$ cat src/rtl/register_bank_pkg.sv
// ============================================================================
// register_bank_pkg : shared select codes and interrupt FSM state encodings
// Revision : 1.0
// ============================================================================
`default_nettype none

package register_bank_pkg;

  // Read/write select codes shared with the write-back and decode stages
  localparam logic [3:0] SEL_ZERO = 4'd0;
  localparam logic [3:0] SEL_R1   = 4'd1;
  localparam logic [3:0] SEL_R2   = 4'd2;
  localparam logic [3:0] SEL_R3   = 4'd3;
  localparam logic [3:0] SEL_R4   = 4'd4;
  localparam logic [3:0] SEL_R5   = 4'd5;
  localparam logic [3:0] SEL_R6   = 4'd6;
  localparam logic [3:0] SEL_R7   = 4'd7;
  localparam logic [3:0] SEL_R8   = 4'd8;
  localparam logic [3:0] SEL_FLAG = 4'd9;
  localparam logic [3:0] SEL_RSVD = 4'd10;
  localparam logic [3:0] SEL_TPC  = 4'd11;
  localparam logic [3:0] SEL_IPC  = 4'd12;
  localparam logic [3:0] SEL_SP   = 4'd13;
  localparam logic [3:0] SEL_TLB  = 4'd14;
  localparam logic [3:0] SEL_NONE = 4'd15;

  typedef enum logic [0:0] {
    INT_IDLE    = 1'b0,
    INT_PENDING = 1'b1
  } int_state_e;

  // True for codes backed by a physical register; the rest read as zero
  function automatic logic is_reg_sel(input logic [3:0] sel);
    return !((sel == SEL_ZERO) || (sel == SEL_RSVD) || (sel == SEL_NONE));
  endfunction

endpackage

`default_nettype wire

$ cat src/rtl/register_bank_if.sv
// ============================================================================
// register_bank_if : write-back, read-port and interrupt signals of the bank
// Revision : 1.0
// ============================================================================
`default_nettype none

interface register_bank_if;

  logic [31:0] r1, r2, r3, r4, r5, r6, r7, r8;
  logic [31:0] flag, tpc, ipc, sp, tlb;
  logic        r1_c, r2_c, r3_c, r4_c, r5_c, r6_c, r7_c, r8_c;
  logic        flag_c, tpc_c, ipc_c, sp_c, tlb_c;
  logic        int_in;
  logic [7:0]  int_num_in;
  logic        int_ack;
  logic [3:0]  rd_a_sel, rd_b_sel;
  logic [31:0] rd_a_data, rd_b_data;
  logic [31:0] flag_q, tpc_q, ipc_q, sp_q, tlb_q;
  logic        int_pending;
  logic [7:0]  int_num_q;
  logic        int_overrun;

  modport master (
    output r1, r2, r3, r4, r5, r6, r7, r8, flag, tpc, ipc, sp, tlb,
    output r1_c, r2_c, r3_c, r4_c, r5_c, r6_c, r7_c, r8_c,
    output flag_c, tpc_c, ipc_c, sp_c, tlb_c,
    output int_in, int_num_in, int_ack, rd_a_sel, rd_b_sel,
    input  rd_a_data, rd_b_data, flag_q, tpc_q, ipc_q, sp_q, tlb_q,
    input  int_pending, int_num_q, int_overrun
  );

  modport slave (
    input  r1, r2, r3, r4, r5, r6, r7, r8, flag, tpc, ipc, sp, tlb,
    input  r1_c, r2_c, r3_c, r4_c, r5_c, r6_c, r7_c, r8_c,
    input  flag_c, tpc_c, ipc_c, sp_c, tlb_c,
    input  int_in, int_num_in, int_ack, rd_a_sel, rd_b_sel,
    output rd_a_data, rd_b_data, flag_q, tpc_q, ipc_q, sp_q, tlb_q,
    output int_pending, int_num_q, int_overrun
  );

endinterface

`default_nettype wire

$ cat src/rtl/register_bank_int_latch.sv
// ============================================================================
// int_latch : holds one pending interrupt vector until acknowledged
// Revision : 1.0
// ============================================================================
`default_nettype none

module int_latch
  import register_bank_pkg::*;
(
  input  wire logic       clk,
  input  wire logic       rst,
  input  wire logic       int_in,
  input  wire logic [7:0] int_num_in,
  input  wire logic       int_ack,
  output logic            int_pending,
  output logic [7:0]      int_num_q,
  output logic            int_overrun
);

  int_state_e state_q, state_d;
  logic [7:0] int_num_d;
  logic       overrun_q, overrun_d;

  always_comb begin
    state_d   = state_q;
    int_num_d = int_num_q;
    overrun_d = overrun_q;
    case (state_q)
      INT_IDLE: begin
        if (int_in) begin
          state_d   = INT_PENDING;
          int_num_d = int_num_in;
        end
      end
      INT_PENDING: begin
        // Ack and a new request together hand over to the new vector
        if (int_ack && int_in) begin
          int_num_d = int_num_in;
        end else if (int_ack) begin
          state_d = INT_IDLE;
        end else if (int_in) begin
          overrun_d = 1'b1;
        end
      end
      default: state_d = INT_IDLE;
    endcase
  end

  always_ff @(posedge clk) begin
    if (rst) begin
      state_q   <= INT_IDLE;
      int_num_q <= 8'h00;
      overrun_q <= 1'b0;
    end else begin
      state_q   <= state_d;
      int_num_q <= int_num_d;
      overrun_q <= overrun_d;
    end
  end

  assign int_pending = (state_q == INT_PENDING);
  assign int_overrun = overrun_q;

endmodule

`default_nettype wire

$ cat src/rtl/register_bank.sv
// ============================================================================
// register_bank : general and special registers with bypassed read ports
// Revision : 1.0
// ============================================================================
`default_nettype none

module register_bank
  import register_bank_pkg::*;
#(
  parameter logic [31:0] SP_RESET  = 32'h0000_0000,
  parameter logic [31:0] TPC_RESET = 32'h0000_0000
) (
  input  wire logic        clk,
  input  wire logic        rst,
  register_bank_if.slave   bus
);

  logic [15:0] wr_en;
  logic [31:0] wr_data [16];
  logic [31:0] regs_q  [16];

  // Flatten the write-back ports into arrays indexed by select code
  always_comb begin
    wr_en = '0;
    for (int i = 0; i < 16; i++) begin
      wr_data[i] = '0;
    end
    wr_en[SEL_R1]   = bus.r1_c;   wr_data[SEL_R1]   = bus.r1;
    wr_en[SEL_R2]   = bus.r2_c;   wr_data[SEL_R2]   = bus.r2;
    wr_en[SEL_R3]   = bus.r3_c;   wr_data[SEL_R3]   = bus.r3;
    wr_en[SEL_R4]   = bus.r4_c;   wr_data[SEL_R4]   = bus.r4;
    wr_en[SEL_R5]   = bus.r5_c;   wr_data[SEL_R5]   = bus.r5;
    wr_en[SEL_R6]   = bus.r6_c;   wr_data[SEL_R6]   = bus.r6;
    wr_en[SEL_R7]   = bus.r7_c;   wr_data[SEL_R7]   = bus.r7;
    wr_en[SEL_R8]   = bus.r8_c;   wr_data[SEL_R8]   = bus.r8;
    wr_en[SEL_FLAG] = bus.flag_c; wr_data[SEL_FLAG] = bus.flag;
    wr_en[SEL_TPC]  = bus.tpc_c;  wr_data[SEL_TPC]  = bus.tpc;
    wr_en[SEL_IPC]  = bus.ipc_c;  wr_data[SEL_IPC]  = bus.ipc;
    wr_en[SEL_SP]   = bus.sp_c;   wr_data[SEL_SP]   = bus.sp;
    wr_en[SEL_TLB]  = bus.tlb_c;  wr_data[SEL_TLB]  = bus.tlb;
  end

  for (genvar g = 0; g < 16; g++) begin : g_reg
    if (is_reg_sel(4'(g))) begin : g_flop
      localparam logic [31:0] RST_VAL = (4'(g) == SEL_SP)  ? SP_RESET  :
                                        (4'(g) == SEL_TPC) ? TPC_RESET : 32'h0;
      logic [31:0] reg_d, reg_q;

      always_comb begin
        reg_d = reg_q;
        if (wr_en[g]) begin
          reg_d = wr_data[g];
        end
      end

      always_ff @(posedge clk) begin
        if (rst) begin
          reg_q <= RST_VAL;
        end else begin
          reg_q <= reg_d;
        end
      end

      assign regs_q[g] = reg_q;
    end else begin : g_zero
      assign regs_q[g] = 32'h0;
    end
  end

  // Unbacked codes have wr_en=0 and regs_q=0, so they read zero here too
  assign bus.rd_a_data = wr_en[bus.rd_a_sel] ? wr_data[bus.rd_a_sel] : regs_q[bus.rd_a_sel];
  assign bus.rd_b_data = wr_en[bus.rd_b_sel] ? wr_data[bus.rd_b_sel] : regs_q[bus.rd_b_sel];

  assign bus.flag_q = regs_q[SEL_FLAG];
  assign bus.tpc_q  = regs_q[SEL_TPC];
  assign bus.ipc_q  = regs_q[SEL_IPC];
  assign bus.sp_q   = regs_q[SEL_SP];
  assign bus.tlb_q  = regs_q[SEL_TLB];

  int_latch u_int_latch (
    .clk         (clk),
    .rst         (rst),
    .int_in      (bus.int_in),
    .int_num_in  (bus.int_num_in),
    .int_ack     (bus.int_ack),
    .int_pending (bus.int_pending),
    .int_num_q   (bus.int_num_q),
    .int_overrun (bus.int_overrun)
  );

endmodule

`default_nettype wire

$ cat src/flat_wrapper.sv
// flat-port wrapper written by rule: the top's interface ports become plain ports
module register_bank_flat import register_bank_pkg::*;
#(
  parameter logic [31:0] SP_RESET  = 32'h0000_0000,
  parameter logic [31:0] TPC_RESET = 32'h0000_0000
)
  (clk, rst, bus_r1, bus_r2, bus_r3, bus_r4, bus_r5, bus_r6, bus_r7, bus_r8, bus_flag, bus_tpc, bus_ipc, bus_sp, bus_tlb, bus_r1_c, bus_r2_c, bus_r3_c, bus_r4_c, bus_r5_c, bus_r6_c, bus_r7_c, bus_r8_c, bus_flag_c, bus_tpc_c, bus_ipc_c, bus_sp_c, bus_tlb_c, bus_int_in, bus_int_num_in, bus_int_ack, bus_rd_a_sel, bus_rd_b_sel, bus_rd_a_data, bus_rd_b_data, bus_flag_q, bus_tpc_q, bus_ipc_q, bus_sp_q, bus_tlb_q, bus_int_pending, bus_int_num_q, bus_int_overrun);
  register_bank_if bus_i ();
  input  wire logic clk;
  input  wire logic rst;
  input wire logic [$bits(bus_i.r1)-1:0] bus_r1;
  input wire logic [$bits(bus_i.r2)-1:0] bus_r2;
  input wire logic [$bits(bus_i.r3)-1:0] bus_r3;
  input wire logic [$bits(bus_i.r4)-1:0] bus_r4;
  input wire logic [$bits(bus_i.r5)-1:0] bus_r5;
  input wire logic [$bits(bus_i.r6)-1:0] bus_r6;
  input wire logic [$bits(bus_i.r7)-1:0] bus_r7;
  input wire logic [$bits(bus_i.r8)-1:0] bus_r8;
  input wire logic [$bits(bus_i.flag)-1:0] bus_flag;
  input wire logic [$bits(bus_i.tpc)-1:0] bus_tpc;
  input wire logic [$bits(bus_i.ipc)-1:0] bus_ipc;
  input wire logic [$bits(bus_i.sp)-1:0] bus_sp;
  input wire logic [$bits(bus_i.tlb)-1:0] bus_tlb;
  input wire logic [$bits(bus_i.r1_c)-1:0] bus_r1_c;
  input wire logic [$bits(bus_i.r2_c)-1:0] bus_r2_c;
  input wire logic [$bits(bus_i.r3_c)-1:0] bus_r3_c;
  input wire logic [$bits(bus_i.r4_c)-1:0] bus_r4_c;
  input wire logic [$bits(bus_i.r5_c)-1:0] bus_r5_c;
  input wire logic [$bits(bus_i.r6_c)-1:0] bus_r6_c;
  input wire logic [$bits(bus_i.r7_c)-1:0] bus_r7_c;
  input wire logic [$bits(bus_i.r8_c)-1:0] bus_r8_c;
  input wire logic [$bits(bus_i.flag_c)-1:0] bus_flag_c;
  input wire logic [$bits(bus_i.tpc_c)-1:0] bus_tpc_c;
  input wire logic [$bits(bus_i.ipc_c)-1:0] bus_ipc_c;
  input wire logic [$bits(bus_i.sp_c)-1:0] bus_sp_c;
  input wire logic [$bits(bus_i.tlb_c)-1:0] bus_tlb_c;
  input wire logic [$bits(bus_i.int_in)-1:0] bus_int_in;
  input wire logic [$bits(bus_i.int_num_in)-1:0] bus_int_num_in;
  input wire logic [$bits(bus_i.int_ack)-1:0] bus_int_ack;
  input wire logic [$bits(bus_i.rd_a_sel)-1:0] bus_rd_a_sel;
  input wire logic [$bits(bus_i.rd_b_sel)-1:0] bus_rd_b_sel;
  output wire logic [$bits(bus_i.rd_a_data)-1:0] bus_rd_a_data;
  output wire logic [$bits(bus_i.rd_b_data)-1:0] bus_rd_b_data;
  output wire logic [$bits(bus_i.flag_q)-1:0] bus_flag_q;
  output wire logic [$bits(bus_i.tpc_q)-1:0] bus_tpc_q;
  output wire logic [$bits(bus_i.ipc_q)-1:0] bus_ipc_q;
  output wire logic [$bits(bus_i.sp_q)-1:0] bus_sp_q;
  output wire logic [$bits(bus_i.tlb_q)-1:0] bus_tlb_q;
  output wire logic [$bits(bus_i.int_pending)-1:0] bus_int_pending;
  output wire logic [$bits(bus_i.int_num_q)-1:0] bus_int_num_q;
  output wire logic [$bits(bus_i.int_overrun)-1:0] bus_int_overrun;
  assign bus_i.r1 = bus_r1;
  assign bus_i.r2 = bus_r2;
  assign bus_i.r3 = bus_r3;
  assign bus_i.r4 = bus_r4;
  assign bus_i.r5 = bus_r5;
  assign bus_i.r6 = bus_r6;
  assign bus_i.r7 = bus_r7;
  assign bus_i.r8 = bus_r8;
  assign bus_i.flag = bus_flag;
  assign bus_i.tpc = bus_tpc;
  assign bus_i.ipc = bus_ipc;
  assign bus_i.sp = bus_sp;
  assign bus_i.tlb = bus_tlb;
  assign bus_i.r1_c = bus_r1_c;
  assign bus_i.r2_c = bus_r2_c;
  assign bus_i.r3_c = bus_r3_c;
  assign bus_i.r4_c = bus_r4_c;
  assign bus_i.r5_c = bus_r5_c;
  assign bus_i.r6_c = bus_r6_c;
  assign bus_i.r7_c = bus_r7_c;
  assign bus_i.r8_c = bus_r8_c;
  assign bus_i.flag_c = bus_flag_c;
  assign bus_i.tpc_c = bus_tpc_c;
  assign bus_i.ipc_c = bus_ipc_c;
  assign bus_i.sp_c = bus_sp_c;
  assign bus_i.tlb_c = bus_tlb_c;
  assign bus_i.int_in = bus_int_in;
  assign bus_i.int_num_in = bus_int_num_in;
  assign bus_i.int_ack = bus_int_ack;
  assign bus_i.rd_a_sel = bus_rd_a_sel;
  assign bus_i.rd_b_sel = bus_rd_b_sel;
  assign bus_rd_a_data = bus_i.rd_a_data;
  assign bus_rd_b_data = bus_i.rd_b_data;
  assign bus_flag_q = bus_i.flag_q;
  assign bus_tpc_q = bus_i.tpc_q;
  assign bus_ipc_q = bus_i.ipc_q;
  assign bus_sp_q = bus_i.sp_q;
  assign bus_tlb_q = bus_i.tlb_q;
  assign bus_int_pending = bus_i.int_pending;
  assign bus_int_num_q = bus_i.int_num_q;
  assign bus_int_overrun = bus_i.int_overrun;
  register_bank #(.SP_RESET(SP_RESET), .TPC_RESET(TPC_RESET)) u_core (.clk(clk), .rst(rst), .bus(bus_i));
endmodule
$ cat config.mk
export PLATFORM = sky130hd
export DESIGN_NAME = register_bank_flat
export DESIGN_NICKNAME = d
export VERILOG_FILES = /design/src/rtl/register_bank_pkg.sv /design/src/rtl/register_bank_if.sv /design/src/rtl/register_bank_int_latch.sv /design/src/rtl/register_bank.sv /design/src/flat_wrapper.sv
export SDC_FILE = /design/constraint.sdc
export NUM_CORES = 1
export LEC_CHECK = 0
export ABC_CLOCK_PERIOD_IN_PS = 2100
export CAP_MARGIN = 25
export CORE_MARGIN = 2
export CORE_UTILIZATION = 28
export DETAILED_ROUTE_END_ITERATION = 12
export SLEW_MARGIN = 10
export SYNTH_ARGS = -nofsm -noshare
export SYNTH_HDL_FRONTEND = slang
export SYNTH_SLANG_ARGS = --single-unit
$ cat constraint.sdc
create_clock -name clk -period 2.1 [get_ports clk]
set_clock_uncertainty 0.05 [all_clocks]
set_input_delay 0.315 -clock clk [delete_from_list [all_inputs] [get_ports clk]]
set_output_delay 0.315 -clock clk [all_outputs]
set_load 0.02 [all_outputs]
run_1/power_grid.png
Bar = 100 µm. Pins as bars on the die edge.
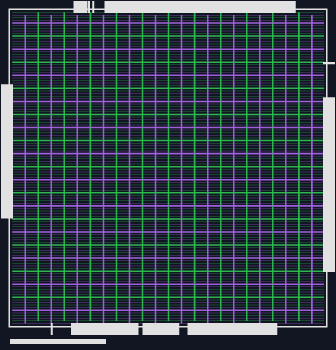
| color | net |
|---|---|
| purple | VSS |
| green | VDD |
rows: 119
met1 rails: 120
DIE WIDTH: 329.1 µm
IR drop worst, VDD: 0.0006117 V
overall die height: 329.1 µm
Core ar.: 0.1051 mm²

run_1/placement_by_type.png
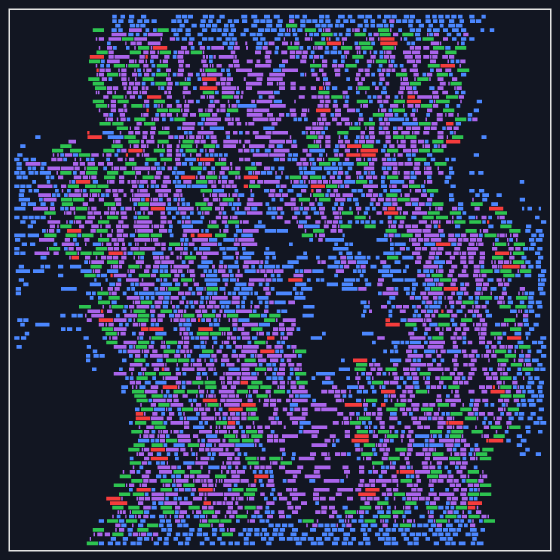
| color | class | cells | share of their area |
|---|---|---|---|
| purple | combinational and other logic | 2303 | 46% |
| red | clock drivers and dummy loads | 101 | 3.9% |
| blue | other buffers and delay cells | 1687 | 33% |
| green | flops | 426 | 17% |
final non-filler cell area: 0.05153 mm²
Core Util, Final: 0.4902
Seq/total area: 0.1663

run_1/clk_routes.png
Bar = 100 µm.
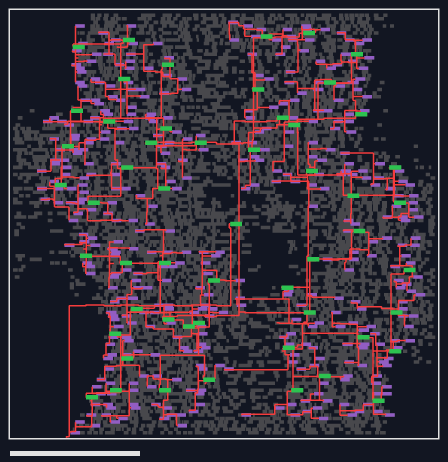
[green] clock drivers | count: 54
[purple] flip-flops | count: 426
[red] clock wires | length: 7210 µm
routed clock nets: 55
flops lie: spread over the die
clock latency on the worst-skew pair: 0.63 ns
clock power share: 0.336

==> impl_metrics.csv, run 1 <==
group,metric,value,unit
status,outcome,"finished with violations",
status,violations,"hold timing, setup timing",
layout,largest_register_ffs,256,
setup_path,r2r_start,"u_core.u_int_latch.int_pending$_SDFF_PP0_",
synth,synth_top_cell_by_count,"mux2i_1",
synth,ys_chip_area,0.02959,mm²
power,p_comb,0.0115,W
route,drt_wl_total,179500,µm
layout,fillers,9747,
power,pwr-share-comb,0.373,
synth,fa_ha_area_frac,0,
synth,synth_area_leader_cell,"dfxtp_1",
power,power,0.03094,W
layout,ff_count,426,
layout,registers.top_by_ff_count,"u_core.g.g_flop.reg_q",
layout,lay_top_count,"buf_4",
setup_path,cp-end-kind,"primary output",
synth,synthAoiAreaFrac,0.1842,
die,ioPinCount,683,
synth,ff_type,"dfxtp_1",
die,num_rows,119,
grt,antenna_found_initial,57,
place,placed_cells,5703,
die,well_tap_count,1391,
route,drt-initial-drc-count,3343,
route,drc_errors,0,
synth,ys_cells,3079,
setup_path,cp_max_fo,8,
setup_path,critPathMostFrequentCell,"buf_12",
synth,syn_nets,3528,
layout,antenna_cells,28,
final_timing,finalCritPeriodShare,1.340,
synth,ys_seq_share,0.2882,
power,pg_clk,0.0104,W
final_timing,slew_headroom,0.4524,
setup_path,crit_family,"AND-OR/OR-AND gates",
grt,grt_pass1_vias,32055,
layout,n_clock_buffer,76,
final_timing,fmax,355.3,MHz
setup_path,start_kind,"input port",
final_timing,setup-violations-final,64,
power,cellInternalPower,0.02061,W
power,leakagePower,22.99,nW
worst_hold_path,min_path_cells,3,
power,p_sw,0.01033,W
synth,simple_gate_area_frac,0.08405,
final_timing,fin_setup_tns,-34.62,ns
route,top_layer,"met5",
final_timing,worst_slack,-0.7142,ns
layout,drive_gt1_frac,0.3989,
layout,syn_to_final_growth,74.13,%
synth,mux_share,0.3791,
die,initCoreUtil,0.2815,
place,placed_cell_area,0.04569,mm²
synth,synth.distinct_cells,38,
clocking,numClockSinks,426,
clocking,cts_made_buffers,54,
clocking,holdBufCountCts,1,
setup_path,crit_chain,"buf_12 > buf_12 > mux2_4 > a221o_1 > o2111a_2 > buf_12 > buf_8 > buf_12 > o32ai_4 > buf_12",
route,wl_met2,76030,µm
final_timing,tightest_slew,0.8214,ns
setup_path,rrSetupSlack,0.81,ns
route,wl_met3,17190,µm
final_timing,finalHoldViolCount,1,
clocking,clock_path_buffers,3,
clocking,path_clk_slew,0.06,ns
run,warnings,29,
layout,buffers_excl_clock,1687,
route,wl_per_cell,30.23,µm
place,pre_cts_ws,-1.193,ns
synth,ys_warn_count,0,
setup_path,worstSetupPathType,"input port to primary output",
layout,dominant_cells,"combinational gates",
synth,synth_xor_xnor_area_share,0,
synth,netlist_logic_family_top,"multiplexers",
setup_path,cpMaxStageDelayCell,"o32ai_4",
die,die-area,0.1083,mm²
setup_path,critical_path.startpoint,"bus_rd_a_sel[1]",
grt,grt.busiest_layer,"met2",
final_timing,holdWs,-0.01506,ns
place,io_buffers,682,
layout,num-multi-input-gates,2238,
setup_path,reg2regPathDepth,5,
grt,grt_util_met2,0.4563,
setup_path,critPathMaxStageDelay,0.43,ns
layout,inv_count,65,
layout,logic_area,0.02251,mm²
layout,regArea,0.008572,mm²
power,power_density,600.4,mW/mm²
run_1/clocks.png
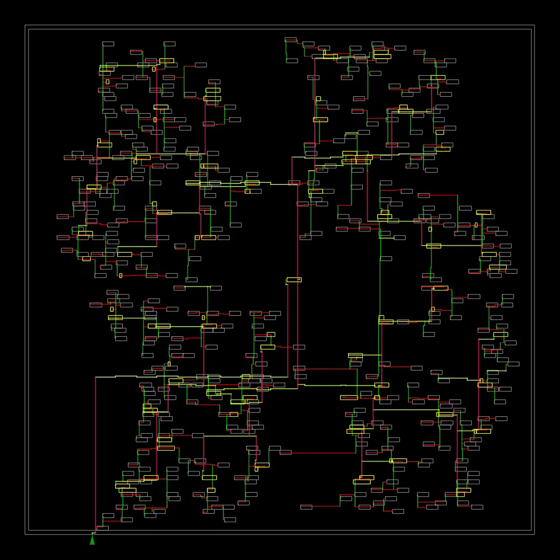

## Run 2: what changed since run 1
--- a/config.mk
+++ b/config.mk
@@ -5,7 +5,7 @@
 export SDC_FILE = /design/constraint.sdc
 export NUM_CORES = 1
 export LEC_CHECK = 0
-export ABC_CLOCK_PERIOD_IN_PS = 2100
+export ABC_CLOCK_PERIOD_IN_PS = 2380
 export CAP_MARGIN = 25
 export CORE_MARGIN = 2
 export CORE_UTILIZATION = 28
==> constraint.sdc (replaced) <==
create_clock -name clk -period 2.38 [get_ports clk]
set_clock_uncertainty 0.05 [all_clocks]
set_input_delay 0.357 -clock clk [delete_from_list [all_inputs] [get_ports clk]]
set_output_delay 0.357 -clock clk [all_outputs]
set_load 0.02 [all_outputs]
run_2/clocks.png
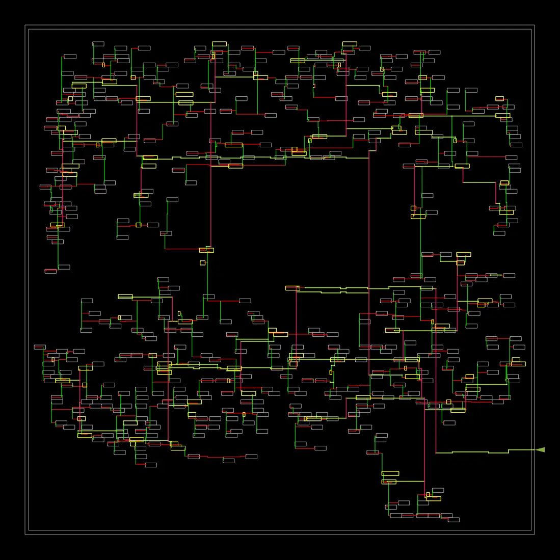
Sink Count: 426
Num CTS Buffers: 56
clock latency on the worst-skew pair: 0.67 ns
clk pwr: 0.00927 W

==> run 2 against run 1 <==
Hold slack gained 0.034 ns. Count of clock-buffer cells in the layout increased by 8. Critical endpoint is now bus_rd_a_data[0]. The flow finishes with violations (setup timing). Sequential share of layout area fell by 0.11 points. Via count is 2.4% higher. First-iteration DRC count is 12% higher. Cell area up 1.0%. Clock power fell by about 10%. Synthesized cell count is the same. Non-clock buffer count is 79 lower. Worst setup slack gained 0.29 ns.
==> impl_metrics.csv, run 2 <==
group,metric,value,unit
status,outcome,"finished with violations",
die,die_h,329.1,µm
grt,grt_util_met2,0.5484,
final_timing,finalHoldViolCount,0,
synth,synth.distinct_cells,38,
final_timing,fmax,356.3,MHz
layout,logic_area,0.02282,mm²
die,die-area,0.1083,mm²
die,initCoreUtil,0.2815,
setup_path,cpMaxStageDelayCell,"o32ai_4",
synth,ff_type,"dfxtp_1",
layout,ff_count,426,
final_timing,tightest_slew,0.8407,ns
status,violations,"setup timing",
clocking,path_clk_slew,0.06,ns
layout,dominant_cells,"combinational gates",
die,fp.coreArea,0.1051,mm²
power,p_comb,0.0104,W
layout,registers.top_by_ff_count,"u_core.g.g_flop.reg_q",
layout,num-multi-input-gates,2238,
synth,ys_warn_count,0,
synth,synth_xor_xnor_area_share,0,
layout,antenna_cells,17,
setup_path,critPathMostFrequentCell,"buf_12",
grt,grt_pass1_vias,34291,
setup_path,rrSetupSlack,0.93,ns
layout,n_clock_buffer,84,
synth,ys_chip_area,0.02959,mm²
synth,fa_ha_area_frac,0,
route,wl_per_cell,32.20,µm
synth,synth_area_leader_cell,"dfxtp_1",
route,drt_wl_total,188400,µm
power,clockPowerShare,0.335,
place,pre_cts_ws,-1.093,ns
final_timing,finalCritPeriodShare,1.179,
power,pwr-share-comb,0.376,
route,wl_met2,87990,µm
power,peakVddDrop,0.0006121,V
run,warnings,29,
layout,final_util,0.4953,
setup_path,cp_max_fo,9,
synth,synthAoiAreaFrac,0.1842,
final_timing,setup-violations-final,64,
route,wl_met3,16930,µm
setup_path,crit_chain,"buf_16 > buf_12 > and2b_2 > a221o_1 > o2111a_4 > buf_12 > buf_8 > o32ai_4 > buf_12",
final_timing,slew_headroom,0.4395,
layout,inv_count,65,
setup_path,start_kind,"input port",
final_timing,holdWs,0.01937,ns
place,placed_cells,5553,
clocking,holdBufCountCts,1,
power,cellInternalPower,0.01820,W
layout,regArea,0.008603,mm²
layout,lay_top_count,"mux2i_1",
final_timing,fin_setup_tns,-21.68,ns
die,num_rows,119,
setup_path,critical_path.startpoint,"bus_rd_a_sel[1]",
layout,drive_gt1_frac,0.4018,
layout,postLayoutCellArea,0.05206,mm²
layout,fillers,9677,
setup_path,critPathMaxStageDelay,0.44,ns
final_timing,worst_slack,-0.4266,ns
layout,buffers_excl_clock,1608,
die,ioPinCount,683,
place,placed_cell_area,0.04376,mm²
setup_path,reg2regPathDepth,4,
layout,seq_area_frac,0.1653,
route,drt-initial-drc-count,3754,
setup_path,worstSetupPathType,"input port to primary output",
grt,grt.busiest_layer,"met2",
synth,netlist_logic_family_top,"multiplexers",
power,power_density,531.2,mW/mm²
power,p_sw,0.009458,W
No activity file was given, so power comes from the tool's default toggle rates.
